**Placed standard cells**

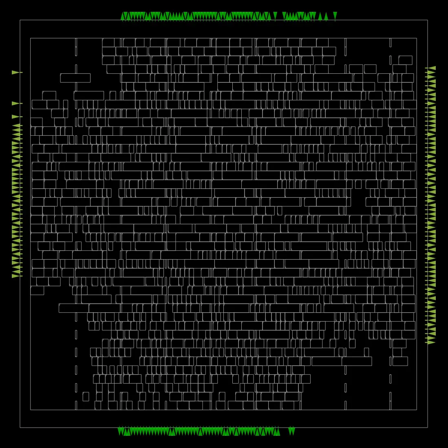
**Cell classes on the final placement**

Scale: 4 px per micron.
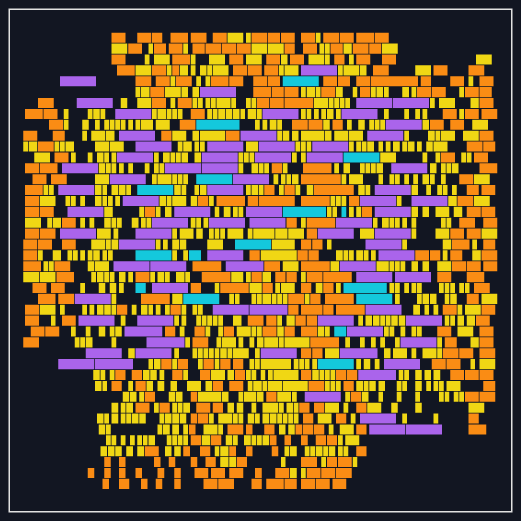
**Where the registers sit**

Scale: 3 px per micron.
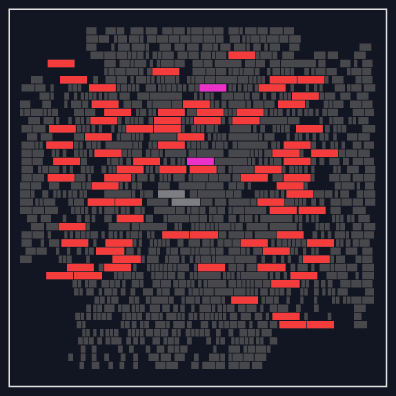
**Cells by drive strength**

Scale: 3 px per micron.
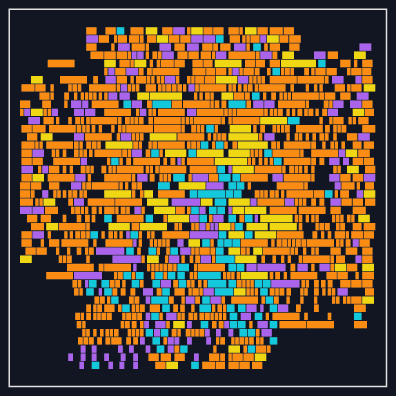
==> src/rtl/wb_pkg.sv <==
// wb_pkg: shared widths and the late-FPU buffer entry type for the writeback stage
package wb_pkg;
  localparam int XLEN      = 32;
  localparam int REG_AW    = 5;
  localparam int BUF_DEPTH = 2;
  typedef struct packed {
    logic              valid;
    logic [REG_AW-1:0] rd;
    logic [XLEN-1:0]   data;
  } fpu_wb_entry_t;
endpackage

==> src/rtl/wb_fpu_buf.sv <==
// wb_fpu_buf: in-order buffer for late FPU results with WAW kill and pending-destination mask
module wb_fpu_buf
  import wb_pkg::*;
#(
  parameter int DEPTH = BUF_DEPTH
) (
  input  logic                 clk,
  input  logic                 rst_n,
  input  logic                 enq_i,
  input  logic [REG_AW-1:0]    enq_rd_i,
  input  logic [XLEN-1:0]      enq_data_i,
  input  logic                 pfw_i,
  input  logic [REG_AW-1:0]    pfw_rd_i,
  output logic                 full_o,
  output logic                 drain_o,
  output logic [REG_AW-1:0]    head_rd_o,
  output logic [XLEN-1:0]      head_data_o,
  output logic [2**REG_AW-1:0] pending_o
);
  localparam int PW = $clog2(DEPTH);
  fpu_wb_entry_t mem_q [DEPTH];
  logic [PW-1:0] wr_q, rd_q;
  logic [PW:0]   cnt_q;
  logic          empty, pop;
  fpu_wb_entry_t head;
  assign head        = mem_q[rd_q];
  assign empty       = cnt_q == '0;
  assign full_o      = cnt_q == (PW+1)'(DEPTH);
  // killed heads are discarded even while the pipeline owns the port
  assign pop         = !empty && (!head.valid || !pfw_i);
  assign drain_o     = !empty && head.valid && !pfw_i;
  assign head_rd_o   = head.rd;
  assign head_data_o = head.data;
  always_comb begin
    pending_o = '0;
    for (int i = 0; i < DEPTH; i++)
      if (mem_q[i].valid) pending_o[mem_q[i].rd] = 1'b1;
  end
  always_ff @(posedge clk or negedge rst_n) begin
    if (!rst_n) begin
      for (int i = 0; i < DEPTH; i++) mem_q[i] <= '0;
      wr_q  <= '0;
      rd_q  <= '0;
      cnt_q <= '0;
    end else begin
      for (int i = 0; i < DEPTH; i++)
        if (pfw_i && mem_q[i].rd == pfw_rd_i) mem_q[i].valid <= 1'b0;
      if (pop) begin
        mem_q[rd_q].valid <= 1'b0;
        rd_q <= rd_q + PW'(1);
      end
      // written last so a same-cycle matching pipeline write cannot kill it
      if (enq_i) begin
        mem_q[wr_q] <= '{valid: 1'b1, rd: enq_rd_i, data: enq_data_i};
        wr_q <= wr_q + PW'(1);
      end
      cnt_q <= cnt_q + (PW+1)'(enq_i) - (PW+1)'(pop);
    end
  end
endmodule

==> src/rtl/wb_stage.sv <==
// wb_stage: writeback mux and integer/FP write-port arbitration with late FPU merge.
// Define WB_FPU_BYPASS_EN to let an FPU result write the FP port directly when the buffer is idle.
module wb_stage
  import wb_pkg::*;
(
  input  logic                 clk,
  input  logic                 rst_n,
  input  logic [REG_AW-1:0]    mem_wb_register_rd,
  input  logic [XLEN-1:0]      result_mem_wb,
  input  logic [XLEN-1:0]      read_data_mem_wb,
  input  logic                 mem_wb_memtoreg,
  input  logic                 mem_wb_regwrite,
  input  logic                 mem_wb_regwrite_control_float,
  input  logic                 mem_wb_rd_sel,
  input  logic                 fpu_wb_valid,
  output logic                 fpu_wb_ready,
  input  logic [REG_AW-1:0]    fpu_wb_rd,
  input  logic [XLEN-1:0]      fpu_wb_data,
  output logic                 int_we,
  output logic [REG_AW-1:0]    int_waddr,
  output logic [XLEN-1:0]      int_wdata,
  output logic                 fp_we,
  output logic [REG_AW-1:0]    fp_waddr,
  output logic [XLEN-1:0]      fp_wdata,
  output logic [2**REG_AW-1:0] fp_pending
);
  logic              pfw, accept, bypass, enq, drain, full;
  logic [XLEN-1:0]   wb_data, head_data;
  logic [REG_AW-1:0] head_rd;
  assign wb_data      = mem_wb_memtoreg ? read_data_mem_wb : result_mem_wb;
  assign pfw          = mem_wb_regwrite_control_float & mem_wb_rd_sel;
  assign int_we       = rst_n & mem_wb_regwrite & !mem_wb_rd_sel & |mem_wb_register_rd;
  assign int_waddr    = mem_wb_register_rd;
  assign int_wdata    = wb_data;
  assign fpu_wb_ready = rst_n & !full;
  assign accept       = fpu_wb_valid & fpu_wb_ready;
`ifdef WB_FPU_BYPASS_EN
  assign bypass       = accept & !(|fp_pending) & !pfw;
`else
  assign bypass       = 1'b0;
`endif
  assign enq          = accept & !bypass;
  assign fp_we        = rst_n & (pfw | drain | bypass);
  assign fp_waddr     = pfw ? mem_wb_register_rd : drain ? head_rd : fpu_wb_rd;
  assign fp_wdata     = pfw ? wb_data : drain ? head_data : fpu_wb_data;
  wb_fpu_buf u_buf (
    .clk        (clk),
    .rst_n      (rst_n),
    .enq_i      (enq),
    .enq_rd_i   (fpu_wb_rd),
    .enq_data_i (fpu_wb_data),
    .pfw_i      (pfw & rst_n),
    .pfw_rd_i   (mem_wb_register_rd),
    .full_o     (full),
    .drain_o    (drain),
    .head_rd_o  (head_rd),
    .head_data_o(head_data),
    .pending_o  (fp_pending)
  );
endmodule
==> config.mk <==
export PLATFORM = sky130hd
export DESIGN_NAME = wb_stage
export DESIGN_NICKNAME = d
export VERILOG_FILES = /design/src/rtl/wb_pkg.sv /design/src/rtl/wb_fpu_buf.sv /design/src/rtl/wb_stage.sv
export SDC_FILE = /design/constraint.sdc
export NUM_CORES = 1
export LEC_CHECK = 0
export ABC_AREA = 1
export CORE_MARGIN = 3
export CORE_UTILIZATION = 40
export DETAILED_ROUTE_END_ITERATION = 10
export HOLD_SLACK_MARGIN = 0.05
export PLACE_DENSITY = 0.77
export SLEW_MARGIN = 25
export SYNTH_ARGS = -nofsm -noshare
export SYNTH_HDL_FRONTEND = slang
export SYNTH_SLANG_ARGS = --single-unit
==> constraint.sdc <==
create_clock -name clk -period 1.8 [get_ports clk]
set_input_delay 0.18 -clock clk [delete_from_list [all_inputs] [get_ports clk]]
set_output_delay 0.18 -clock clk [all_outputs]
set_load 0.02 [all_outputs]
==> summary.txt <==
Post-synth top area cell - dfrtp_1
Die Width - 125.3 microns
ClkCell Share - 0.03624
CP Capture Type - output pin
Non-clk buf share - 0.3330
Met3 usage in global routing - 0.04691
Fmax - 498.6 MHz
Yosys warns - 0
Die H - 125.3 microns
Crit path DRT - 1620 ps
Critical path class - flop to output pin
PD cells - 1485 mW/mm^2
Final Hold Vio Count - 0
Layout cells sized above 1 - 0.2848
P_clk - 2140 uW
Worst-Margin Slew - 704.2 ps
Largest register FFs - 76
Unrepaired setup endpoints after global routing - true
Post-synth EDFFs - 0
CTS tree - done
Syn Area/Cell - 6.631 sq um
Combinational power - 8770 uW
Leak Pwr - 0.004879 uW
Simple share - 0.3477
Yosys top cell by instances - nand2_1
FF/Latch Area - 0.002011 sq mm
Clock Skews - 8.507 ps
Gr busiest metal - met2
R2R Path End - u_buf.cnt_q[1]$_DFF_PN0_
Multiplexer share - 0.06334
Crit-path max cell delay - 440 ps
Status - finished with violations
Total vias in the final route - 6,997
Combinational cell fraction of total power - 0.622
Post-DP Area - 0.008557 sq mm
Syn Inst Count - 858
Post-CTS resize count - 400
Maxcap violations - 0
Register bit total from synthesis - 80
Area Growth Syn to Fin - 66.90%
Failing checks - negative setup slack
Setup slack, reg-to-reg - -110 ps
CP Max Fanout - 8
WL final - 22.21 mm
Number of cells in the yosys synthesis report - 858
Multi-In Gates - 631
Unique masters post-synth - 27
Worst setup margin - -205.5 ps
Non-clock buffers - 324
Total GRT Usage - 0.2571
# IOs - 222
Largest Pwr Group - combinational cells
Max-slew violation count - 0
Setup slack at placement - -391.9 ps
Root Driver - clkbuf_16
Net Sw Frac - 0.4411
Clk pwr share - 0.152
Xor/xnor share - 0.004618
Clock Sinks - 80
Most instantiated cells after synthesis - nand2_1, o21ai_0, inv_1, nand3_1, dfrtp_1
Mapped Area - 0.005689 sq mm
Met2 WL - 11.27 mm
Final setup violation count - 40
DR pass1 iterations - 6
Non-clock inverters - 97
WL met3 - 1.369 mm
Worst vdd ir - 0.0006683 V
Chip area in the Yosys report - 0.005689 sq mm
TritonCTS buffer count - 9
Post-layout total power - 14,100 uW
Reg2Reg Launch Point - u_buf.rd_q$_DFFE_PN0P_
Top class by area - logic gates
Sequential share of cell area - 0.2118
Net count, final - 1,258
Delay-heaviest family, CP - buffers and inverters
Type of the worst min-delay path - primary input to asynchronous set/reset pin
About 'placed standard cells':
seq_cells: 80
Util after Layout: 0.7004
tap cells: 176
non-filler cells in the finished layout: 1,324
core box area: 0.01356 sq mm

About 'cell classes on the final placement':
[other buffers and delay cells] orange | cells: 324
[clock drivers and dummy loads] cyan | cells: 16
[flip-flops] purple | cells: 80
[all other logic] yellow | cells: 728

About 'where the registers sit':
[`u_buf.cnt_q`] magenta | sequential cells: 2
[`u_buf.mem_q`] red | sequential cells: 76
not colored: 2

About 'cells by drive strength':
[drive 6 and up] yellow | cells: 71
[drive 1 or less] orange | cells: 821
[drive 2] purple | cells: 151
[drive 3 to 4] cyan | cells: 105

Power and IR drop assume default switching activity.
